`config.mk`:
```
export PLATFORM = sky130hd
export DESIGN_NAME = sw_ctrl
export DESIGN_NICKNAME = d
export VERILOG_FILES = /design/src/rtl/sw_pkg.sv /design/src/rtl/lap_buf.sv /design/src/rtl/sw_ctrl.sv
export SDC_FILE = /design/constraint.sdc
export NUM_CORES = 1
export LEC_CHECK = 0
export CAP_MARGIN = 20
export CORE_MARGIN = 2
export CORE_UTILIZATION = 45
export DETAILED_ROUTE_END_ITERATION = 10
export HOLD_SLACK_MARGIN = 0.15
export SLEW_MARGIN = 20
export SYNTH_ARGS = -nofsm -noshare
export SYNTH_HDL_FRONTEND = slang
export SYNTH_SLANG_ARGS = --single-unit
```
`constraint.sdc`:
```
create_clock -name clk -period 7.25 [get_ports clk]
set_input_delay 1.45 -clock clk [delete_from_list [all_inputs] [get_ports clk]]
set_output_delay 1.45 -clock clk [all_outputs]
set_load 0.005 [all_outputs]
```
`src/rtl/sw_pkg.sv`:
```
// Shared types and defaults for the stopwatch controller.
// Holds the FSM state enum, default depth/width/timeout and the mode encoding
// presented on the mode output.
package sw_pkg;

  localparam int DEF_DEPTH     = 8;
  localparam int DEF_W         = 24;
  localparam int DEF_REVIEW_TO = 250_000_000;

  typedef enum logic [1:0] {
    ST_IDLE   = 2'd0,
    ST_RUN    = 2'd1,
    ST_PAUSE  = 2'd2,
    ST_REVIEW = 2'd3
  } state_t;

  localparam logic [1:0] MODE_IDLE   = 2'd0;
  localparam logic [1:0] MODE_RUN    = 2'd1;
  localparam logic [1:0] MODE_PAUSE  = 2'd2;
  localparam logic [1:0] MODE_REVIEW = 2'd3;

  function automatic logic [1:0] state_to_mode(input state_t s);
    logic [1:0] m;
    m = MODE_IDLE;
    case (s)
      ST_IDLE:   m = MODE_IDLE;
      ST_RUN:    m = MODE_RUN;
      ST_PAUSE:  m = MODE_PAUSE;
      ST_REVIEW: m = MODE_REVIEW;
      default:   m = MODE_IDLE;
    endcase
    return m;
  endfunction

endpackage

```
`src/rtl/lap_buf.sv`:
```
// Lap record storage: DEPTH x W register file, one write port, one combinational read port.
// Latency: write visible on the read port the cycle after the write edge; read is combinational.
// Backpressure: none; writes are accepted whenever wr_en is high.
// Ports: clk; wr_en/wr_addr/wr_dat write port; rd_addr -> rd_dat read port.
// Contents are deliberately not reset; the controller's lap count gates what is readable.
module lap_buf
  import sw_pkg::*;
#(
  parameter  int DEPTH = DEF_DEPTH,
  parameter  int W     = DEF_W,
  localparam int AW    = $clog2(DEPTH)
) (
  input  logic          clk,
  input  logic          wr_en,
  input  logic [AW-1:0] wr_addr,
  input  logic [W-1:0]  wr_dat,
  input  logic [AW-1:0] rd_addr,
  output logic [W-1:0]  rd_dat
);

  logic [W-1:0] mem_q [DEPTH];

  always_ff @(posedge clk) begin
    if (wr_en) begin
      mem_q[wr_addr] <= wr_dat;
    end
  end

  assign rd_dat = mem_q[rd_addr];

endmodule

```
`src/rtl/sw_ctrl.sv`:
```
// Stopwatch control FSM (IDLE/RUN/PAUSE/REVIEW) with lap recording and review timeout.
// Latency: all outputs registered; dout follows din / selected lap one cycle after the edge.
// Backpressure: none; key pulses are one-cycle events, losers of a simultaneous press are dropped.
// Ports: clk, rst_n (sync, active-low); key_bs/key_rec/key_dis debounced pulses; din live time;
//        cnt_en/cnt_clr to the counter; dout to the display; lap_idx, lap_cnt, full, mode status.
// Sits between the key debouncers and the counter/display datapath in the top level.
module sw_ctrl
  import sw_pkg::*;
#(
  parameter  int DEPTH     = DEF_DEPTH,
  parameter  int W         = DEF_W,
  parameter  int REVIEW_TO = DEF_REVIEW_TO,
  localparam int AW        = $clog2(DEPTH)
) (
  input  logic          clk,
  input  logic          rst_n,
  input  logic          key_bs,
  input  logic          key_rec,
  input  logic          key_dis,
  input  logic [W-1:0]  din,
  output logic          cnt_en,
  output logic          cnt_clr,
  output logic [W-1:0]  dout,
  output logic [AW-1:0] lap_idx,
  output logic [AW:0]   lap_cnt,
  output logic          full,
  output logic [1:0]    mode
);

  localparam int CW = AW + 1;
  localparam int TW = $clog2(REVIEW_TO + 1);

  localparam logic [CW-1:0] CNT_FULL = CW'(DEPTH);
  localparam logic [TW-1:0] TO_LAST  = TW'(REVIEW_TO - 1);
  localparam logic [TW-1:0] TO_MAX   = TW'(REVIEW_TO);

  state_t        state_q,   state_d;
  logic [CW-1:0] lap_cnt_q, lap_cnt_d;
  logic [AW-1:0] lap_idx_q, lap_idx_d;
  logic [W-1:0]  dout_q,    dout_d;
  logic          cnt_clr_q, cnt_clr_d;
  logic [TW-1:0] to_q,      to_d;

  logic          bs_win;
  logic          rec_win;
  logic          dis_win;
  logic          any_key;
  logic          full_now;
  logic          wr_en;
  logic [AW-1:0] idx_inc;
  logic [W-1:0]  rd_dat;

  lap_buf #(
    .DEPTH (DEPTH),
    .W     (W)
  ) u_lap_buf (
    .clk     (clk),
    .wr_en   (wr_en),
    .wr_addr (lap_cnt_q[AW-1:0]),
    .wr_dat  (din),
    .rd_addr (lap_idx_d),
    .rd_dat  (rd_dat)
  );

  always_comb begin
    // Only the highest-priority pulse of a simultaneous press is acted on.
    bs_win   = key_bs;
    rec_win  = key_rec & ~key_bs;
    dis_win  = key_dis & ~key_bs & ~key_rec;
    any_key  = key_bs | key_rec | key_dis;
    full_now = (lap_cnt_q == CNT_FULL);

    // Review index steps through 0..lap_cnt-1 and wraps.
    if ((CW'(lap_idx_q) + CW'(1)) >= lap_cnt_q) begin
      idx_inc = '0;
    end else begin
      idx_inc = lap_idx_q + AW'(1);
    end

    state_d   = state_q;
    lap_cnt_d = lap_cnt_q;
    lap_idx_d = lap_idx_q;
    cnt_clr_d = 1'b0;
    to_d      = '0;
    wr_en     = 1'b0;

    case (state_q)
      ST_IDLE: begin
        if (bs_win) begin
          state_d = ST_RUN;
        end
      end
      ST_RUN: begin
        if (bs_win) begin
          state_d = ST_PAUSE;
        end else if (rec_win && !full_now) begin
          wr_en     = 1'b1;
          lap_cnt_d = lap_cnt_q + CW'(1);
        end
      end
      ST_PAUSE: begin
        if (bs_win) begin
          state_d = ST_RUN;
        end else if (rec_win) begin
          cnt_clr_d = 1'b1;
          lap_cnt_d = '0;
          state_d   = ST_IDLE;
        end else if (dis_win && (lap_cnt_q != '0)) begin
          state_d   = ST_REVIEW;
          lap_idx_d = '0;
        end
      end
      ST_REVIEW: begin
        // Any pulse, even an ignored key_rec, restarts the idle timer; it saturates.
        if (any_key) begin
          to_d = '0;
        end else if (to_q != TO_MAX) begin
          to_d = to_q + TW'(1);
        end else begin
          to_d = to_q;
        end

        if (bs_win) begin
          state_d = ST_PAUSE;
        end else if (dis_win) begin
          lap_idx_d = idx_inc;
        end else if (!any_key && (to_q == TO_LAST)) begin
          state_d = ST_PAUSE;
        end
      end
      default: begin
        state_d = ST_IDLE;
      end
    endcase

    // Index and timer only carry meaning while reviewing.
    if (state_d != ST_REVIEW) begin
      lap_idx_d = '0;
      to_d      = '0;
    end

    // Display selects on the post-edge state so dout agrees with mode/lap_idx.
    dout_d = (state_d == ST_REVIEW) ? rd_dat : din;
  end

  always_ff @(posedge clk) begin
    if (!rst_n) begin
      state_q   <= ST_IDLE;
      lap_cnt_q <= '0;
      lap_idx_q <= '0;
      dout_q    <= '0;
      cnt_clr_q <= 1'b0;
      to_q      <= '0;
    end else begin
      state_q   <= state_d;
      lap_cnt_q <= lap_cnt_d;
      lap_idx_q <= lap_idx_d;
      dout_q    <= dout_d;
      cnt_clr_q <= cnt_clr_d;
      to_q      <= to_d;
    end
  end

  assign cnt_en  = (state_q == ST_RUN);
  assign cnt_clr = cnt_clr_q;
  assign dout    = dout_q;
  assign lap_idx = lap_idx_q;
  assign lap_cnt = lap_cnt_q;
  assign full    = (lap_cnt_q == CNT_FULL);
  assign mode    = state_to_mode(state_q);

endmodule

```
==> report_table.html, run 1 <==
<h2>Implementation results</h2>
<table>
<tr><th>Metric</th><th>Value</th></tr>
<tr><th colspan="2">CTS</th></tr>
<tr><td>Root buffer cell</td><td>sky130_fd_sc_hd__clkbuf_16</td></tr>
<tr><td>Post-CTS resize count</td><td>0</td></tr>
<tr><td>Latest clock arrival within the worst-skew pair</td><td>~550 ps</td></tr>
<tr><td>CTS buffer count</td><td>27</td></tr>
<tr><td>Clock transition at path regs</td><td>around 60 ps</td></tr>
<tr><td>Number of setup buffers added after CTS</td><td>0</td></tr>
<tr><td>Number of clock sinks</td><td>about 250</td></tr>
<tr><td>Number of hold buffers added after CTS</td><td>0</td></tr>
<tr><td>Max Root-Sink Buffers</td><td>3</td></tr>
<tr><td>CTS tree</td><td>yes</td></tr>
<tr><td>CTS H-tree lvls</td><td>1</td></tr>
<tr><th colspan="2">Logic synthesis</th></tr>
<tr><td>Top comb family, area</td><td>simple AND/OR/NAND/NOR gates</td></tr>
<tr><td>Share of the synthesized netlist area taken by xor and xnor gates</td><td>0.0246</td></tr>
<tr><td>Ranking of synthesized cells by area</td><td>sky130_fd_sc_hd__edfxtp_1 (54%), sky130_fd_sc_hd__dfxtp_1 (12%), sky130_fd_sc_hd__and3_1 (3.4%)</td></tr>
<tr><td>Number of instances in the synthesized netlist</td><td>approximately 800</td></tr>
<tr><td>Net count after synthesis</td><td>847</td></tr>
<tr><td>FFs w/ async S/R, synth</td><td>0</td></tr>
<tr><td>Leading area contributor after synthesis</td><td>sky130_fd_sc_hd__edfxtp_1</td></tr>
<tr><td>Number of warning messages in the yosys log</td><td>0</td></tr>
<tr><td>Cell variety after synth</td><td>between 60 and 70</td></tr>
<tr><td>Portion of the post-synthesis area used by sequential elements</td><td>0.657</td></tr>
<tr><td>Commonest cells post-synth</td><td>sky130_fd_sc_hd__edfxtp_1 (192), sky130_fd_sc_hd__dfxtp_1 (62), sky130_fd_sc_hd__and3_1 (58), sky130_fd_sc_hd__nor2_1 (58), sky130_fd_sc_hd__nand2_1 (49)</td></tr>
<tr><td>Simple-Gate Fraction of Synth Area</td><td>0.144</td></tr>
<tr><td>Synth Cell Area</td><td>about 11000 um^2</td></tr>
<tr><td>Number of synthesized flops with an enable pin</td><td>192</td></tr>
<tr><td>Mean area per synthesized cell</td><td>13.2 um^2</td></tr>
<tr><td>Area share of and-or/or-and cells after synthesis</td><td>0.131</td></tr>
<tr><td>Cell count in the Yosys report</td><td>approximately 810</td></tr>
<tr><td>Chip area estimate from yosys synthesis</td><td>10700 um^2</td></tr>
<tr><td>Top_reg_cell synth</td><td>sky130_fd_sc_hd__edfxtp_1</td></tr>
<tr><td>Post-synth mux share</td><td>0.000939</td></tr>
<tr><td>Most frequent cell after synthesis</td><td>sky130_fd_sc_hd__edfxtp_1</td></tr>
<tr><td>Synth flops</td><td>about 250</td></tr>
<tr><td>Proportion of netlist area held by the largest area contributor</td><td>0.541</td></tr>
<tr><td>Post-synthesis adder-cell area fraction</td><td>0.0106</td></tr>
<tr><th colspan="2">Critical path</th></tr>
<tr><td>Maximum fanout encountered on the critical timing path</td><td>18</td></tr>
<tr><td>Reg2reg path depth</td><td>11</td></tr>
<tr><td>Critical-path cell with the highest stage delay</td><td>sky130_fd_sc_hd__nand3_1</td></tr>
<tr><td>Reg-to-Reg End</td><td>dout[10]</td></tr>
<tr><td>Path length in cells of the critical path</td><td>9</td></tr>
<tr><td>Buf/Inv on CP</td><td>2</td></tr>
<tr><td>Cell family contributing the most delay on the critical path</td><td>simple AND/OR/NAND/NOR gates</td></tr>
<tr><td>Data arrival at the endpoint of the critical path</td><td>a little under 5000 ps</td></tr>
<tr><td>Launch instance of the worst register-to-register path</td><td>lap_idx[0]</td></tr>
<tr><td>Maximum single-stage delay on the critical path</td><td>710 ps</td></tr>
<tr><td>Endpoint type of the worst setup path</td><td>register</td></tr>
<tr><td>Register-to-register setup slack</td><td>~2900 ps</td></tr>
<tr><td>CP cell instances</td><td>clkdlybuf4s50_1 &gt; nand3b_4 &gt; nor4b_4 &gt; o21a_1 &gt; a22oi_1 &gt; nand3_1 &gt; buf_4 &gt; a211oi_1 &gt; o31ai_1</td></tr>
<tr><td>Startpoint types</td><td>input pin</td></tr>
<tr><td>Required time of the worst setup path</td><td>~7700 ps</td></tr>
<tr><td>Kind of critical path</td><td>in -&gt; reg</td></tr>
<tr><td>CP endpoint</td><td>dout[10]</td></tr>
<tr><td>Launch point of the worst path</td><td>key_bs</td></tr>
<tr><th colspan="2">Floorplan</th></tr>
<tr><td>Overall die height</td><td>158 um</td></tr>
<tr><td>Number of placement rows</td><td>56</td></tr>
<tr><td>Die X</td><td>approximately 160 um</td></tr>
<tr><td>Floorplan-stage core utilization</td><td>0.457</td></tr>
<tr><td>Taps Inserted</td><td>roughly 320</td></tr>
<tr><td>Number of ports placed on the die boundary</td><td>around 65</td></tr>
<tr><td>Floorplan die area</td><td>roughly 25000 um^2</td></tr>
<tr><td>Core Region</td><td>about 23000 um^2</td></tr>
<tr><th colspan="2">Placement</th></tr>
<tr><td>HPWL after detailed placement</td><td>~15 mm</td></tr>
<tr><td>Quantity of I/O buffers inserted on ports</td><td>between 60 and 70</td></tr>
<tr><td>Final estimated routing congestion in global placement</td><td>about 0.83</td></tr>
<tr><th colspan="2">Final timing</th></tr>
<tr><td>Setup-violating endpoint count in the final report</td><td>0</td></tr>
<tr><td>Aggregate negative setup slack</td><td>0 ps</td></tr>
<tr><td>Peak clock frequency supported by timing</td><td>222 MHz</td></tr>
<tr><td>Max Slew Vio Count</td><td>0</td></tr>
<tr><td>Unrepaired setup endpoints after global routing</td><td>no</td></tr>
<tr><td>Max-slew headroom at the worst pin</td><td>0.310</td></tr>
<tr><td>Worst hold-check slack</td><td>554 ps</td></tr>
<tr><td>Final setup skew</td><td>roughly 18 ps</td></tr>
<tr><td>Count of final hold-check violations</td><td>0</td></tr>
<tr><td>Time the final worst path needs with I/O delays and setup</td><td>~4500 ps</td></tr>
<tr><td>Slew at the pin with the worst max-slew slack</td><td>around 1000 ps</td></tr>
<tr><td>Ratio of final minimum period to clock period</td><td>0.622</td></tr>
<tr><th colspan="2">Cells and area</th></tr>
<tr><td>Clock Network Area Fraction</td><td>0.0791</td></tr>
<tr><td>Most frequent logic cell in the layout</td><td>sky130_fd_sc_hd__edfxtp_1</td></tr>
<tr><td>Filler cell count in the final layout</td><td>between 1500 and 2000</td></tr>
<tr><td>Reg area</td><td>between 7000 and 8000 um^2</td></tr>
<tr><td>Largest register by flop count</td><td>u_lap_buf.mem_q</td></tr>
<tr><td>Dominant kind of cell</td><td>flip-flops and latches</td></tr>
<tr><td>Combinational fraction of the cell area</td><td>0.266</td></tr>
<tr><td>Non-clock buffering overhead</td><td>0.0626</td></tr>
<tr><td>Count of antenna diodes in the layout</td><td>0</td></tr>
<tr><td># nets final</td><td>around 900</td></tr>
<tr><td>Area occupied by multi-input gates</td><td>around 3400 um^2</td></tr>
<tr><td>Most frequent cells in the layout</td><td>sky130_fd_sc_hd__edfxtp_1 (192), sky130_fd_sc_hd__clkdlybuf4s50_1 (64), sky130_fd_sc_hd__dfxtp_1 (62)</td></tr>
<tr><td>Sequential cell count</td><td>between 200 and 300</td></tr>
<tr><td>Share of layout cells above drive strength 1</td><td>0.121</td></tr>
<tr><td>Sequential share of cell area</td><td>0.557</td></tr>
<tr><td>Non-clk bufs</td><td>approximately 80</td></tr>
<tr><td>Nonclk inv count</td><td>12</td></tr>
<tr><td>Post-synthesis to final-layout area growth</td><td>18.0%</td></tr>
<tr><td>Number of combinational gates with multiple inputs</td><td>a little under 500</td></tr>
<tr><td>Number of flip-flops in the largest register</td><td>between 150 and 200</td></tr>
<tr><td>Number of clock buffers in the layout</td><td>35</td></tr>
<tr><th colspan="2">Routing</th></tr>
<tr><td>DR WL met3</td><td>around 1.1 mm</td></tr>
<tr><td>Metal-1 WL</td><td>around 11 mm</td></tr>
<tr><td>DRC violations left</td><td>0</td></tr>
<tr><td>Sum of met2 wire segment lengths after detailed routing</td><td>approximately 12 mm</td></tr>
<tr><td>Iteration count of the initial detailed-routing pass</td><td>7</td></tr>
<tr><td>Final antenna-violating net count</td><td>0</td></tr>
<tr><td>Post-DR vias/cell</td><td>between 5 and 6</td></tr>
<tr><td>Drt initial violations</td><td>approximately 460</td></tr>
<tr><td>Detailed Route WL</td><td>roughly 25 mm</td></tr>
<tr><td>Wire length per cell</td><td>about 21 um</td></tr>
<tr><td>Topmost layer with routed signal wires</td><td>met4</td></tr>
<tr><th colspan="2">Global routing</th></tr>
<tr><td>Largest net degree at the start of global routing</td><td>about 50</td></tr>
<tr><td>Met2 global-route usage</td><td>0.339</td></tr>
<tr><td>Met3 capacity usage during global routing</td><td>0.0290</td></tr>
<tr><td>Vias in the first global route</td><td>slightly above 7000</td></tr>
<tr><td>Most utilized layer in the global route result</td><td>met2</td></tr>
<tr><td>Number of antenna violations at the first check in global routing</td><td>0</td></tr>
<tr><td>Overflow left after global routing</td><td>0</td></tr>
<tr><td>GRT Total Usage</td><td>0.207</td></tr>
<tr><td>Wire length of the first global-routing pass</td><td>about 40 mm</td></tr>
<tr><th colspan="2">Pwr</th></tr>
<tr><td>PwrDens</td><td>~250 nW/um^2</td></tr>
<tr><td>Part of the power in combinational logic</td><td>0.025</td></tr>
<tr><td>Switching power summed over all nets</td><td>a little over 0.6 mW</td></tr>
<tr><td>VDD IR-drop max</td><td>0.248 mV</td></tr>
<tr><td>Internal power summed over all cells</td><td>roughly 2.6 mW</td></tr>
<tr><td>Leakage Power</td><td>around 4.2 nW</td></tr>
<tr><td>Flop pwr share</td><td>0.496</td></tr>
<tr><td>Post-layout power</td><td>roughly 3.2 mW</td></tr>
<tr><td>Sw frac</td><td>0.194</td></tr>
<tr><td>Clk pwr share</td><td>0.479</td></tr>
<tr><th colspan="2">Job</th></tr>
<tr><td>Number of warnings in the stage logs</td><td>28</td></tr>
<tr><td>Max-cap violation count</td><td>0</td></tr>
<tr><th colspan="2">Worst hold path</th></tr>
<tr><td>Hold/Removal Path Class</td><td>reg -&gt; reg</td></tr>
<tr><td>Hold EP</td><td>to_q[18]</td></tr>
<tr><td>Hold-critical path depth</td><td>2</td></tr>
<tr><td>Launch instance of the worst min-delay path</td><td>to_q[18]</td></tr>
<tr><th colspan="2">Outcome</th></tr>
<tr><td>Result of the run</td><td>completed</td></tr>
</table>
## run 1: power by group through the flow
stage | clock (mW) | combinational (mW) | sequential (mW)
final | 1.53 | 0.0799 | 1.58
after global placement | 0 | 0.0775 | 1.61
after floorplan | 0 | 0.0249 | 1.61
after CTS | 1.55 | 0.0809 | 1.58
after global routing | 1.61 | 0.0873 | 1.58
after detailed placement | 0 | 0.0804 | 1.61
## run 1: metrics by stage
step                worst slack [ps]  utilization  instances  area, um^2
floorplan                       2920            -        809       10700
global placement                2090        0.495       1150       11600
detailed placement              2310        0.497       1151       11600
CTS                             2850        0.539       1201       12600
global route                    2580        0.539       1201       12600
finish                          2740        0.539       1201       12600
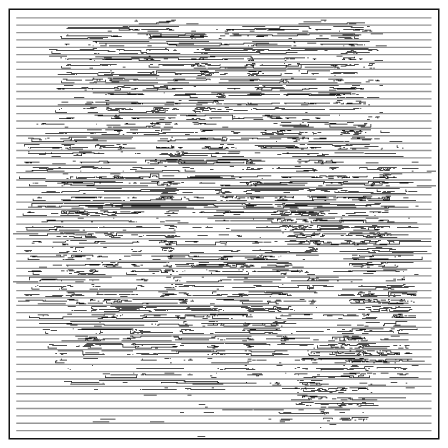
(run_1/m1.png)
Supply wires on this layer in gray.
wire length on this layer	11400 um
nets with wire on the layer	833
share of all routed wire	45%
longest straight run	63.0 um
total number of vias: 6970
met1 routing resource usage after global routing: 0.283

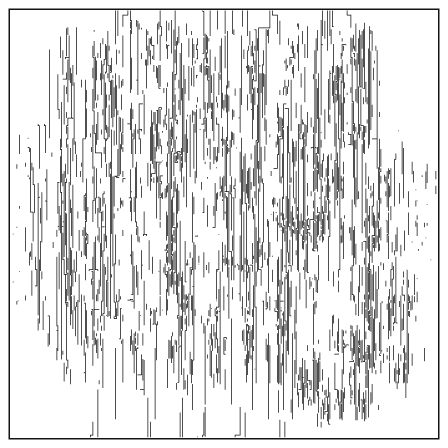
(run_1/m2.png)
nets with wire on the layer	745
wire length on this layer	12100 um
main direction	vertical
share of all routed wire	48%
longest straight run	61.5 um

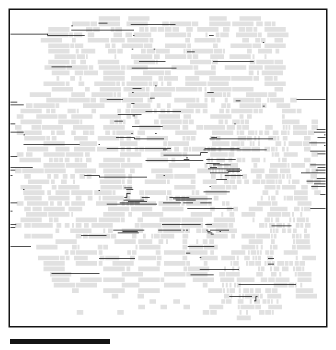
(run_1/m3.png)
Scale bar: 50 um. Cells faint in the background.
longest straight run	31.7 um
main direction	horizontal
nets with wire on the layer	75
wire length on this layer	1140 um

==> run_1/clock_nets.png <==
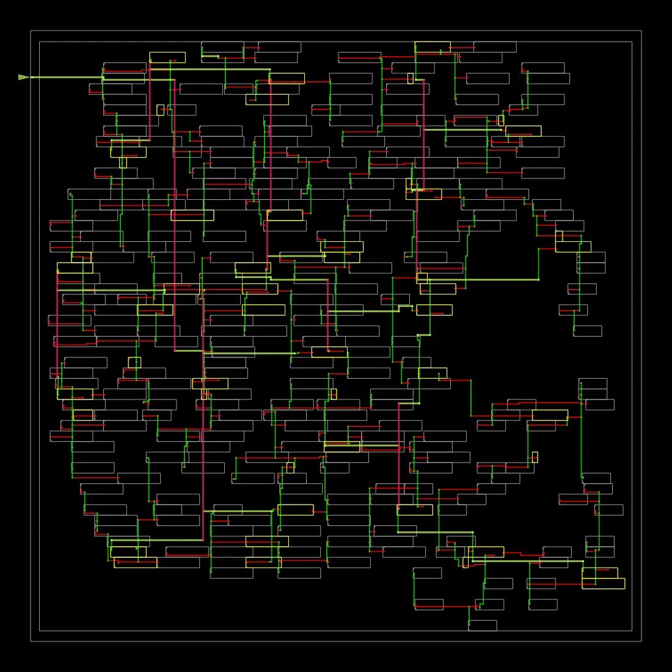

--- run 2 (diff from run 1) ---
clock period = 4.7 ns   (was 7.25 ns; I/O delays follow)
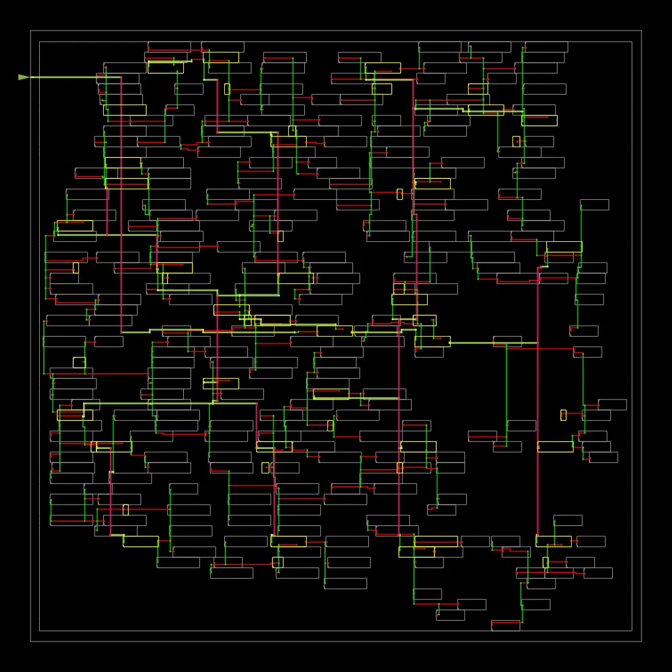
(run_2/clock_nets.png)
number of clock buffers in the layout: 34
sequential cell count: 254
final setup skew: 17.3 ps

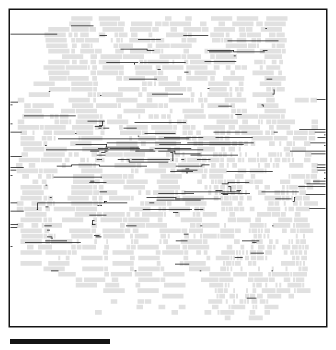
(run_2/m3.png)
Scale bar: 50 um. Cells faint in the background.
longest straight run	65.3 um
main direction	horizontal
nets with wire on the layer	88
wire length on this layer	1520 um
share of all routed wire	5.8%

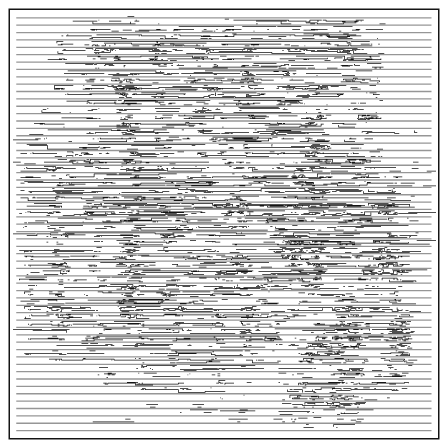
(run_2/m1.png)
Supply wires on this layer in gray.
wire length on this layer	11600 um
nets with wire on the layer	859
main direction	horizontal
Detailed Route WL: 26.4 mm
met1 routing resource usage after global routing: 0.279
total number of vias: 7266

==> run 2 against run 1 <==
Power increased by 48%. Clock-buffer cell count decreased by 1. Via count increased by 4.2%. Area after synthesis unchanged. Largest power group unchanged. Combinational power increased by 54%. Die area unchanged. Critical path depth decreased by 1. Sequential power increased by 54%. Hold slack got worse by 29 ps. Non-clock buffer count increased by 12. Flip-flop count unchanged. Register-to-register slack got worse by 1600 ps.
==> report_table.html, run 2 <==
<h2>Implementation results</h2>
<table>
<tr><th>Metric</th><th>Value</th></tr>
<tr><th colspan="2">Routing</th></tr>
<tr><td>Sum of met2 wire segment lengths after detailed routing</td><td>12.6 mm (+3.7%)</td></tr>
<tr><td>Metal-1 WL</td><td>11.6 mm (+1.3%)</td></tr>
<tr><td>Topmost layer with routed signal wires</td><td>met4</td></tr>
<tr><td>DR WL met3</td><td>1.52 mm (+33%)</td></tr>
<tr><td>Drt initial violations</td><td>553 (+21%)</td></tr>
<tr><td>Iteration count of the initial detailed-routing pass</td><td>5 (-2)</td></tr>
<tr><td>Final antenna-violating net count</td><td>0 (unchanged)</td></tr>
<tr><td>Post-DR vias/cell</td><td>5.98 (+3.0%)</td></tr>
<tr><th colspan="2">Pwr</th></tr>
<tr><td>Comb power</td><td>0.123 mW (+54%)</td></tr>
<tr><td>Post-layout power</td><td>4.72 mW (+48%)</td></tr>
<tr><td>Flop pwr share</td><td>0.517 (+0.021)</td></tr>
<tr><td>Sw frac</td><td>0.200 (+0.00614)</td></tr>
<tr><td>Sequential-cell power consumption</td><td>2.44 mW (+54%)</td></tr>
<tr><td>Switching power summed over all nets</td><td>0.942 mW (+53%)</td></tr>
<tr><td>Clk pwr share</td><td>0.457 (-0.022)</td></tr>
<tr><td>Clock network power</td><td>2.15 mW (+41%)</td></tr>
<tr><td>VDD IR-drop max</td><td>0.284 mV (+14%)</td></tr>
<tr><td>PwrDens</td><td>375 nW/um^2 (+48%)</td></tr>
<tr><td>Leakage Power</td><td>4.18 nW (+0.37%)</td></tr>
<tr><td>Main power-consuming group</td><td>sequential cells</td></tr>
<tr><th colspan="2">Logic synthesis</th></tr>
<tr><td>Post-synth mux share</td><td>0.000939 (unchanged)</td></tr>
<tr><td>FFs w/ async S/R, synth</td><td>0 (unchanged)</td></tr>
<tr><td>Commonest cells post-synth</td><td>sky130_fd_sc_hd__edfxtp_1 (192), sky130_fd_sc_hd__dfxtp_1 (62), sky130_fd_sc_hd__and3_1 (58), sky130_fd_sc_hd__nor2_1 (58), sky130_fd_sc_hd__nand2_1 (49)</td></tr>
<tr><td>Portion of the post-synthesis area used by sequential elements</td><td>0.657 (unchanged)</td></tr>
<tr><td>Mean area per synthesized cell</td><td>13.2 um^2 (unchanged)</td></tr>
<tr><td>Number of synthesized flops with an enable pin</td><td>192 (unchanged)</td></tr>
<tr><td>Simple-Gate Fraction of Synth Area</td><td>0.144 (unchanged)</td></tr>
<tr><td>Most frequent cell after synthesis</td><td>sky130_fd_sc_hd__edfxtp_1</td></tr>
<tr><td>Number of warning messages in the yosys log</td><td>0 (unchanged)</td></tr>
<tr><td>Cell count in the Yosys report</td><td>809 (unchanged)</td></tr>
<tr><td>Share of the synthesized netlist area taken by xor and xnor gates</td><td>0.0246 (unchanged)</td></tr>
<tr><td>Leading area contributor after synthesis</td><td>sky130_fd_sc_hd__edfxtp_1</td></tr>
<tr><td>Synth flops</td><td>254 (unchanged)</td></tr>
<tr><td>Proportion of netlist area held by the largest area contributor</td><td>0.541 (unchanged)</td></tr>
<tr><td>Cell variety after synth</td><td>61 (unchanged)</td></tr>
<tr><td>Ranking of synthesized cells by area</td><td>sky130_fd_sc_hd__edfxtp_1 (54%), sky130_fd_sc_hd__dfxtp_1 (12%), sky130_fd_sc_hd__and3_1 (3.4%)</td></tr>
<tr><td>Number of instances in the synthesized netlist</td><td>809 (unchanged)</td></tr>
<tr><td>Synth Cell Area</td><td>10700 um^2 (unchanged)</td></tr>
<tr><td>Net count after synthesis</td><td>847 (unchanged)</td></tr>
<tr><td>Area share of and-or/or-and cells after synthesis</td><td>0.131 (unchanged)</td></tr>
<tr><td>Chip area estimate from yosys synthesis</td><td>10700 um^2 (unchanged)</td></tr>
<tr><td>Top_reg_cell synth</td><td>sky130_fd_sc_hd__edfxtp_1</td></tr>
<tr><th colspan="2">Critical path</th></tr>
<tr><td>Maximum fanout encountered on the critical timing path</td><td>27 (+9)</td></tr>
<tr><td>Kind of critical path</td><td>in -&gt; reg</td></tr>
<tr><td>Reg2reg path depth</td><td>11 (unchanged)</td></tr>
<tr><td>Launch point of the worst path</td><td>key_rec</td></tr>
<tr><td>CP cell instances</td><td>clkdlybuf4s50_1 &gt; or4_1 &gt; nor4_1 &gt; and3_2 &gt; o21bai_4 &gt; nor2_4 &gt; nand2_1 &gt; o31ai_2</td></tr>
<tr><td>Endpoint type of the worst setup path</td><td>register</td></tr>
<tr><td>Data arrival at the endpoint of the critical path</td><td>3820 ps (-1140 ps)</td></tr>
<tr><td>Register-to-register setup slack</td><td>1350 ps (-1560 ps)</td></tr>
<tr><td>Startpoint types</td><td>input pin</td></tr>
<tr><td>Required time of the worst setup path</td><td>5150 ps (-2550 ps)</td></tr>
<tr><td>Reg-to-Reg End</td><td>dout[7]</td></tr>
<tr><td>Maximum single-stage delay on the critical path</td><td>720 ps (about the same)</td></tr>
<tr><th colspan="2">CTS</th></tr>
<tr><td>Post-CTS resize count</td><td>0 (unchanged)</td></tr>
<tr><td>CTS H-tree lvls</td><td>1 (unchanged)</td></tr>
<tr><td>Root buffer cell</td><td>sky130_fd_sc_hd__clkbuf_16</td></tr>
<tr><td>CTS tree</td><td>yes</td></tr>
<tr><td>Latest clock arrival within the worst-skew pair</td><td>540 ps (about the same)</td></tr>
<tr><td>CTS buffer count</td><td>28 (+3.7%)</td></tr>
<tr><td>Number of clock sinks</td><td>254 (unchanged)</td></tr>
<tr><td>Number of setup buffers added after CTS</td><td>0 (unchanged)</td></tr>
<tr><th colspan="2">Worst hold path</th></tr>
<tr><td>Hold/Removal Path Class</td><td>reg -&gt; reg</td></tr>
<tr><td>Hold EP</td><td>to_q[18]</td></tr>
<tr><th colspan="2">Floorplan</th></tr>
<tr><td>Overall die height</td><td>158 um (unchanged)</td></tr>
<tr><td>Number of placement rows</td><td>56 (unchanged)</td></tr>
<tr><td>Number of ports placed on the die boundary</td><td>65 (unchanged)</td></tr>
<tr><td>Floorplan-stage core utilization</td><td>0.457 (unchanged)</td></tr>
<tr><td>Floorplan die area</td><td>24900 um^2 (unchanged)</td></tr>
<tr><th colspan="2">Final timing</th></tr>
<tr><td>Worst hold-check slack</td><td>525 ps (-29.3 ps)</td></tr>
<tr><td>Unrepaired setup endpoints after global routing</td><td>no</td></tr>
<tr><td>Time the final worst path needs with I/O delays and setup</td><td>about 3400 ps</td></tr>
<tr><td>Count of final hold-check violations</td><td>0 (unchanged)</td></tr>
<tr><td>Ratio of final minimum period to clock period</td><td>0.718</td></tr>
<tr><td>Max-slew headroom at the worst pin</td><td>0.415 (+0.106)</td></tr>
<tr><td>Max Slew Vio Count</td><td>0 (unchanged)</td></tr>
<tr><td>Slew at the pin with the worst max-slew slack</td><td>877 ps (-156 ps)</td></tr>
<tr><td>Aggregate negative setup slack</td><td>0 ps (unchanged)</td></tr>
<tr><th colspan="2">Cells and area</th></tr>
<tr><td># nets final</td><td>912 (+1.4%)</td></tr>
<tr><td>Filler cell count in the final layout</td><td>1925 (-0.67%)</td></tr>
<tr><td>Reg area</td><td>7010 um^2 (unchanged)</td></tr>
<tr><td>Share of layout cells above drive strength 1</td><td>0.131 (+0.00927)</td></tr>
<tr><td>Largest register by flop count</td><td>u_lap_buf.mem_q</td></tr>
<tr><td>Most frequent logic cell in the layout</td><td>sky130_fd_sc_hd__edfxtp_1</td></tr>
<tr><td>Share of the core filled with cells in the final layout</td><td>0.539 (about the same)</td></tr>
<tr><td>Post-synthesis to final-layout area growth</td><td>18.0% (about the same)</td></tr>
<tr><td>Count of antenna diodes in the layout</td><td>0 (unchanged)</td></tr>
<tr><td>Area occupied by multi-input gates</td><td>3340 um^2 (-0.30%)</td></tr>
<tr><td>Number of flip-flops in the largest register</td><td>192 (unchanged)</td></tr>
<tr><th colspan="2">Global routing</th></tr>
<tr><td>Overflow left after global routing</td><td>0 (unchanged)</td></tr>
<tr><td>Number of antenna violations at the first check in global routing</td><td>0 (unchanged)</td></tr>
<tr><td>Vias in the first global route</td><td>7358 (+2.6%)</td></tr>
<tr><td>Largest net degree at the start of global routing</td><td>49 (-2.0%)</td></tr>
<tr><td>GRT Total Usage</td><td>0.211 (+0.00370)</td></tr>
<tr><th colspan="2">Outcome</th></tr>
<tr><td>Result of the run</td><td>completed</td></tr>
<tr><th colspan="2">Placement</th></tr>
<tr><td>Post-Place Worst Slack</td><td>787 ps (-1520 ps)</td></tr>
<tr><td>HPWL after detailed placement</td><td>15.3 mm (+4.8%)</td></tr>
<tr><td>Total instance count after detailed placement</td><td>1163 (+1.0%)</td></tr>
<tr><td>Quantity of I/O buffers inserted on ports</td><td>64 (unchanged)</td></tr>
<tr><td>Area after detailed placement</td><td>11600 um^2 (+0.52%)</td></tr>
<tr><td>Final estimated routing congestion in global placement</td><td>0.804 (-3.6%)</td></tr>
<tr><th colspan="2">Job</th></tr>
<tr><td>Number of warnings in the stage logs</td><td>28 (unchanged)</td></tr>
<tr><td>Max-cap violation count</td><td>0 (unchanged)</td></tr>
</table>
[run 2: cell counts after synthesis]
Identical to the previous run, type by type.
[run 2: final cells by class]
type                    count  share of cell area
clock buffers              34              0.0591
well taps                 319              0.0317
multi-input cells         484               0.266
clock inverters            18              0.0140
flip-flops and latches    254               0.557
inverters                  12             0.00358
repair buffers             94              0.0688
[run 2: per-layer routing]
| metal | global-route usage | up-vias |
|---|---|---|
| met3 | 0.0381 | 60 |
| met2 | 0.350 | 253 |
| met5 | 0 | - |
| met1 | 0.279 | 3654 |
| li1 | - | 3299 |
| met4 | 0.0736 | 0 |
[run 2: critical path: cells and delay by family]
| family | cells | cell delay (ps) |
|---|---|---|
| buffers and inverters | 1 | 570 |
| AOI/OAI and AO/OA | 2 | 330 |
| and+or+nand+nor | 5 | 1960 |
==> run_2/m2.png <==
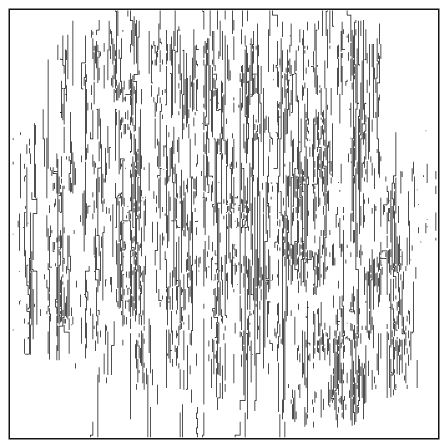

--- run 3 (diff from run 2) ---
PLACE_DENSITY = 0.66   (was unset)
clock period = 2.7 ns   (was 4.7 ns; I/O delays follow)
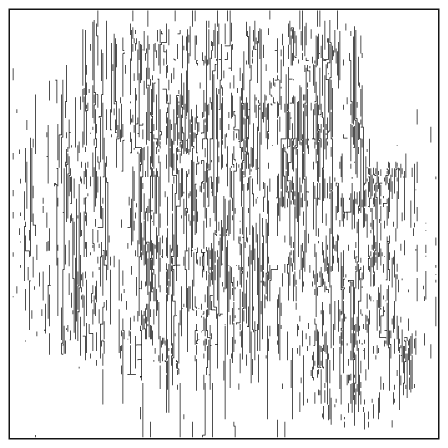
(run_3/m2.png)
wire length on this layer	12200 um
share of all routed wire	46%
longest straight run	51.0 um
main direction	vertical
nets with wire on the layer	808

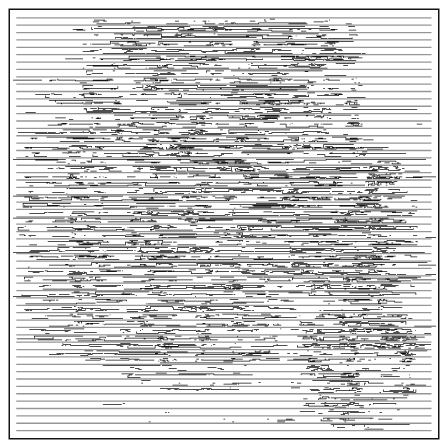
(run_3/m1.png)
Supply wires on this layer in gray.
wire length on this layer	12400 um
share of all routed wire	47%
total number of vias: 7314
Detailed Route WL: 26.4 mm
met1 routing resource usage after global routing: 0.306

==> run 3 against run 2 <==
Clock power is 73% higher. Largest power group unchanged. Clock skew down 0.75 ps. Highest routed layer unchanged. Design area grew 9.4%.
==> report_table.html, run 3 <==
<h2>Implementation results</h2>
<table>
<tr><th>Metric</th><th>Value</th></tr>
<tr><th colspan="2">Cells and area</th></tr>
<tr><td>Post-synthesis to final-layout area growth</td><td>29.1%</td></tr>
<tr><td>Count of antenna diodes in the layout</td><td>0 (unchanged)</td></tr>
<tr><td>Reg area</td><td>7010 um^2 (about the same)</td></tr>
<tr><td>Number of flip-flops in the largest register</td><td>192 (unchanged)</td></tr>
<tr><td>Share of layout cells above drive strength 1</td><td>0.247 (+0.116)</td></tr>
<tr><td>Area occupied by multi-input gates</td><td>3630 um^2 (+8.8%)</td></tr>
<tr><td>Share of the core filled with cells in the final layout</td><td>0.590 (+0.0509)</td></tr>
<tr><td>Most frequent logic cell in the layout</td><td>sky130_fd_sc_hd__edfxtp_1</td></tr>
<tr><td># nets final</td><td>982 (+7.7%)</td></tr>
<tr><td>Largest register by flop count</td><td>u_lap_buf.mem_q</td></tr>
<tr><td>Filler cell count in the final layout</td><td>1808 (-6.1%)</td></tr>
<tr><th colspan="2">Critical path</th></tr>
<tr><td>Path length in cells of the critical path</td><td>12 (+4)</td></tr>
<tr><td>Register-to-register setup slack</td><td>50 ps (-1300 ps)</td></tr>
<tr><td>CP endpoint</td><td>dout[13]</td></tr>
<tr><td>CP cell instances</td><td>ha_2 &gt; xor2_2 &gt; ha_2 &gt; o21ai_2 &gt; o21a_2 &gt; buf_4 &gt; a22oi_1 &gt; nand3_1 &gt; buf_4 &gt; buf_12 &gt; a211oi_1 &gt; o31ai_1</td></tr>
<tr><td>Maximum single-stage delay on the critical path</td><td>340 ps (-380 ps)</td></tr>
<tr><td>Reg2reg path depth</td><td>12 (+1)</td></tr>
<tr><td>Maximum fanout encountered on the critical timing path</td><td>12 (-56%)</td></tr>
<tr><td>Required time of the worst setup path</td><td>3100 ps (-2050 ps)</td></tr>
<tr><td>Launch instance of the worst register-to-register path</td><td>lap_idx[0]</td></tr>
<tr><td>Data arrival at the endpoint of the critical path</td><td>3060 ps (-760 ps)</td></tr>
<tr><td>Endpoint type of the worst setup path</td><td>register</td></tr>
<tr><td>Cell family contributing the most delay on the critical path</td><td>AND-OR/OR-AND gates</td></tr>
<tr><td>Kind of critical path</td><td>reg -&gt; reg</td></tr>
<tr><td>Launch point of the worst path</td><td>lap_idx[0]</td></tr>
<tr><td>Startpoint types</td><td>register</td></tr>
<tr><td>Buf/Inv on CP</td><td>3 (+2)</td></tr>
<tr><td>Reg-to-Reg End</td><td>dout[13]</td></tr>
<tr><th colspan="2">Final timing</th></tr>
<tr><td>Aggregate negative setup slack</td><td>0 ps (unchanged)</td></tr>
<tr><td>Setup-violating endpoint count in the final report</td><td>0</td></tr>
<tr><td>Time the final worst path needs with I/O delays and setup</td><td>approximately 2700 ps</td></tr>
<tr><td>Count of final hold-check violations</td><td>0 (unchanged)</td></tr>
<tr><td>Worst hold-check slack</td><td>540 ps (+14.9 ps)</td></tr>
<tr><td>Final setup skew</td><td>16.5 ps (-0.754 ps)</td></tr>
<tr><td>Max Slew Vio Count</td><td>0 (unchanged)</td></tr>
<tr><td>Fin worst setup slack</td><td>46.0 ps</td></tr>
<tr><td>Max-slew headroom at the worst pin</td><td>0.724 (+0.308)</td></tr>
<tr><td>Ratio of final minimum period to clock period</td><td>0.983</td></tr>
<tr><td>Unrepaired setup endpoints after global routing</td><td>yes</td></tr>
<tr><td>Slew at the pin with the worst max-slew slack</td><td>409 ps (-468 ps)</td></tr>
<tr><th colspan="2">Logic synthesis</th></tr>
<tr><td>Proportion of netlist area held by the largest area contributor</td><td>0.541 (unchanged)</td></tr>
<tr><td>Number of synthesized flops with an enable pin</td><td>192 (unchanged)</td></tr>
<tr><td>Leading area contributor after synthesis</td><td>sky130_fd_sc_hd__edfxtp_1</td></tr>
<tr><td>Net count after synthesis</td><td>847 (unchanged)</td></tr>
<tr><td>FFs w/ async S/R, synth</td><td>0 (unchanged)</td></tr>
<tr><td>Mean area per synthesized cell</td><td>13.2 um^2 (unchanged)</td></tr>
<tr><td>Chip area estimate from yosys synthesis</td><td>10700 um^2 (unchanged)</td></tr>
<tr><td>Number of instances in the synthesized netlist</td><td>809 (unchanged)</td></tr>
<tr><td>Ranking of synthesized cells by area</td><td>sky130_fd_sc_hd__edfxtp_1 (54%), sky130_fd_sc_hd__dfxtp_1 (12%), sky130_fd_sc_hd__and3_1 (3.4%)</td></tr>
<tr><td>Synth flops</td><td>254 (unchanged)</td></tr>
<tr><td>Top_reg_cell synth</td><td>sky130_fd_sc_hd__edfxtp_1</td></tr>
<tr><td>Synth Cell Area</td><td>10700 um^2 (unchanged)</td></tr>
<tr><td>Cell count in the Yosys report</td><td>809 (unchanged)</td></tr>
<tr><td>Most frequent cell after synthesis</td><td>sky130_fd_sc_hd__edfxtp_1</td></tr>
<tr><td>Portion of the post-synthesis area used by sequential elements</td><td>0.657 (unchanged)</td></tr>
<tr><td>Number of warning messages in the yosys log</td><td>0 (unchanged)</td></tr>
<tr><td>Commonest cells post-synth</td><td>sky130_fd_sc_hd__edfxtp_1 (192), sky130_fd_sc_hd__dfxtp_1 (62), sky130_fd_sc_hd__and3_1 (58), sky130_fd_sc_hd__nor2_1 (58), sky130_fd_sc_hd__nand2_1 (49)</td></tr>
<tr><td>Cell variety after synth</td><td>61 (unchanged)</td></tr>
<tr><th colspan="2">Pwr</th></tr>
<tr><td>VDD IR-drop max</td><td>0.486 mV (+71%)</td></tr>
<tr><td>Leakage Power</td><td>4.69 nW (+12%)</td></tr>
<tr><td>PwrDens</td><td>597 nW/um^2 (+59%)</td></tr>
<tr><td>Post-layout power</td><td>8.22 mW (+74%)</td></tr>
<tr><th colspan="2">Floorplan</th></tr>
<tr><td>Floorplan die area</td><td>24900 um^2 (unchanged)</td></tr>
<tr><td>Number of placement rows</td><td>56 (unchanged)</td></tr>
<tr><td>Floorplan-stage core utilization</td><td>0.457 (unchanged)</td></tr>
<tr><td>Number of ports placed on the die boundary</td><td>65 (unchanged)</td></tr>
<tr><td>Overall die height</td><td>158 um (unchanged)</td></tr>
<tr><th colspan="2">Routing</th></tr>
<tr><td>Final antenna-violating net count</td><td>0 (unchanged)</td></tr>
<tr><td>Post-DR vias/cell</td><td>5.70 (-4.7%)</td></tr>
<tr><td>Drt initial violations</td><td>530 (-4.2%)</td></tr>
<tr><td>Iteration count of the initial detailed-routing pass</td><td>5 (unchanged)</td></tr>
<tr><th colspan="2">Placement</th></tr>
<tr><td>Post-Place Worst Slack</td><td>-383 ps (-1170 ps)</td></tr>
<tr><td>Quantity of I/O buffers inserted on ports</td><td>64 (unchanged)</td></tr>
<tr><td>Total instance count after detailed placement</td><td>1231 (+5.8%)</td></tr>
<tr><td>HPWL after detailed placement</td><td>15.9 mm (+4.3%)</td></tr>
<tr><td>Area after detailed placement</td><td>12500 um^2 (+7.4%)</td></tr>
<tr><td>Final estimated routing congestion in global placement</td><td>0.819 (+1.9%)</td></tr>
<tr><th colspan="2">CTS</th></tr>
<tr><td>Number of clock sinks</td><td>254 (unchanged)</td></tr>
<tr><td>Root buffer cell</td><td>sky130_fd_sc_hd__clkbuf_16</td></tr>
<tr><td>CTS buffer count</td><td>27 (-3.6%)</td></tr>
<tr><td>CTS H-tree lvls</td><td>1 (unchanged)</td></tr>
<tr><td>Latest clock arrival within the worst-skew pair</td><td>530 ps (about the same)</td></tr>
<tr><td>CTS tree</td><td>yes</td></tr>
<tr><td>Number of setup buffers added after CTS</td><td>0 (unchanged)</td></tr>
<tr><td>Post-CTS resize count</td><td>3 (+3)</td></tr>
<tr><td>Number of hold buffers added after CTS</td><td>0</td></tr>
<tr><th colspan="2">Global routing</th></tr>
<tr><td>Vias in the first global route</td><td>7178 (-2.4%)</td></tr>
<tr><td>GRT Total Usage</td><td>0.209 (-0.00170)</td></tr>
<tr><td>Number of antenna violations at the first check in global routing</td><td>0 (unchanged)</td></tr>
<tr><td>Overflow left after global routing</td><td>0 (unchanged)</td></tr>
<tr><td>Largest net degree at the start of global routing</td><td>31 (-37%)</td></tr>
<tr><th colspan="2">Worst hold path</th></tr>
<tr><td>Hold/Removal Path Class</td><td>reg -&gt; reg</td></tr>
<tr><td>Hold EP</td><td>to_q[18]</td></tr>
<tr><th colspan="2">Outcome</th></tr>
<tr><td>Result of the run</td><td>completed</td></tr>
<tr><th colspan="2">Job</th></tr>
<tr><td>Max-cap violation count</td><td>0 (unchanged)</td></tr>
<tr><td>Number of warnings in the stage logs</td><td>29 (+3.6%)</td></tr>
</table>
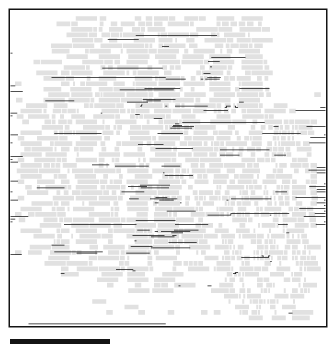
(run_3/m3.png)
Scale bar: 50 um. Cells faint in the background.
wire length on this layer	1290 um
nets with wire on the layer	92
main direction	horizontal
share of all routed wire	4.9%
longest straight run	68.3 um
met3 capacity usage during global routing: 0.0255

[run 3: routing by layer]
layer,track usage,wire length (um)
met3,0.0255,1290
met2,0.332,12200
met1,0.306,12400
met5,0,0
met4,0.0519,435
[run 3: logic make-up after synthesis]
kind of cell,synth area share
simple gates,0.144
flops,0.657
compound gates,0.131
buf+inv,0.0325
xor+xnor,0.0246
fa+ha+maj,0.0106
mux,0.000939
[run 3: final cells by class]
cell class / instances / share of cell area
flip-flops and latches: 254 / 0.509
clock inverters: 18 / 0.0144
multi-input cells: 484 / 0.264
well taps: 319 / 0.0290
clock buffers: 31 / 0.0502
repair buffers: 165 / 0.130
inverters: 12 / 0.00327
[run 3: power by group]
part	leakage (nW)	internal [mW]	switching, mW
sequential	2.24	4.23	0.0157
combinational	2.01	0.126	0.121
clock	0.438	2.22	1.51

## Gallery

Met4 routing.
Supply wires on this layer in gray. Cells faint in the background.
image #1
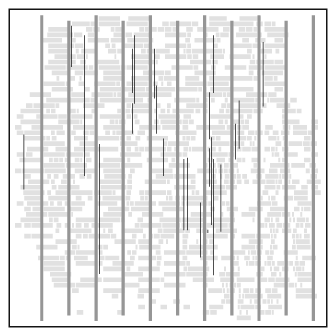
image #2
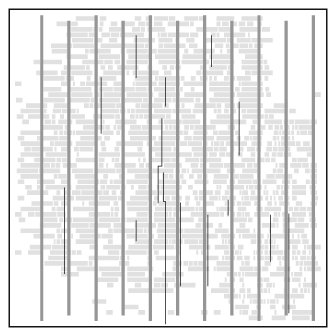
image #1: run 1
image #2: run 3

Key to image #1:
nets with wire on the layer	13
longest straight run	70.0 um
main direction	vertical
share of all routed wire	2.8%

Power is estimated from default activity; no workload was simulated.
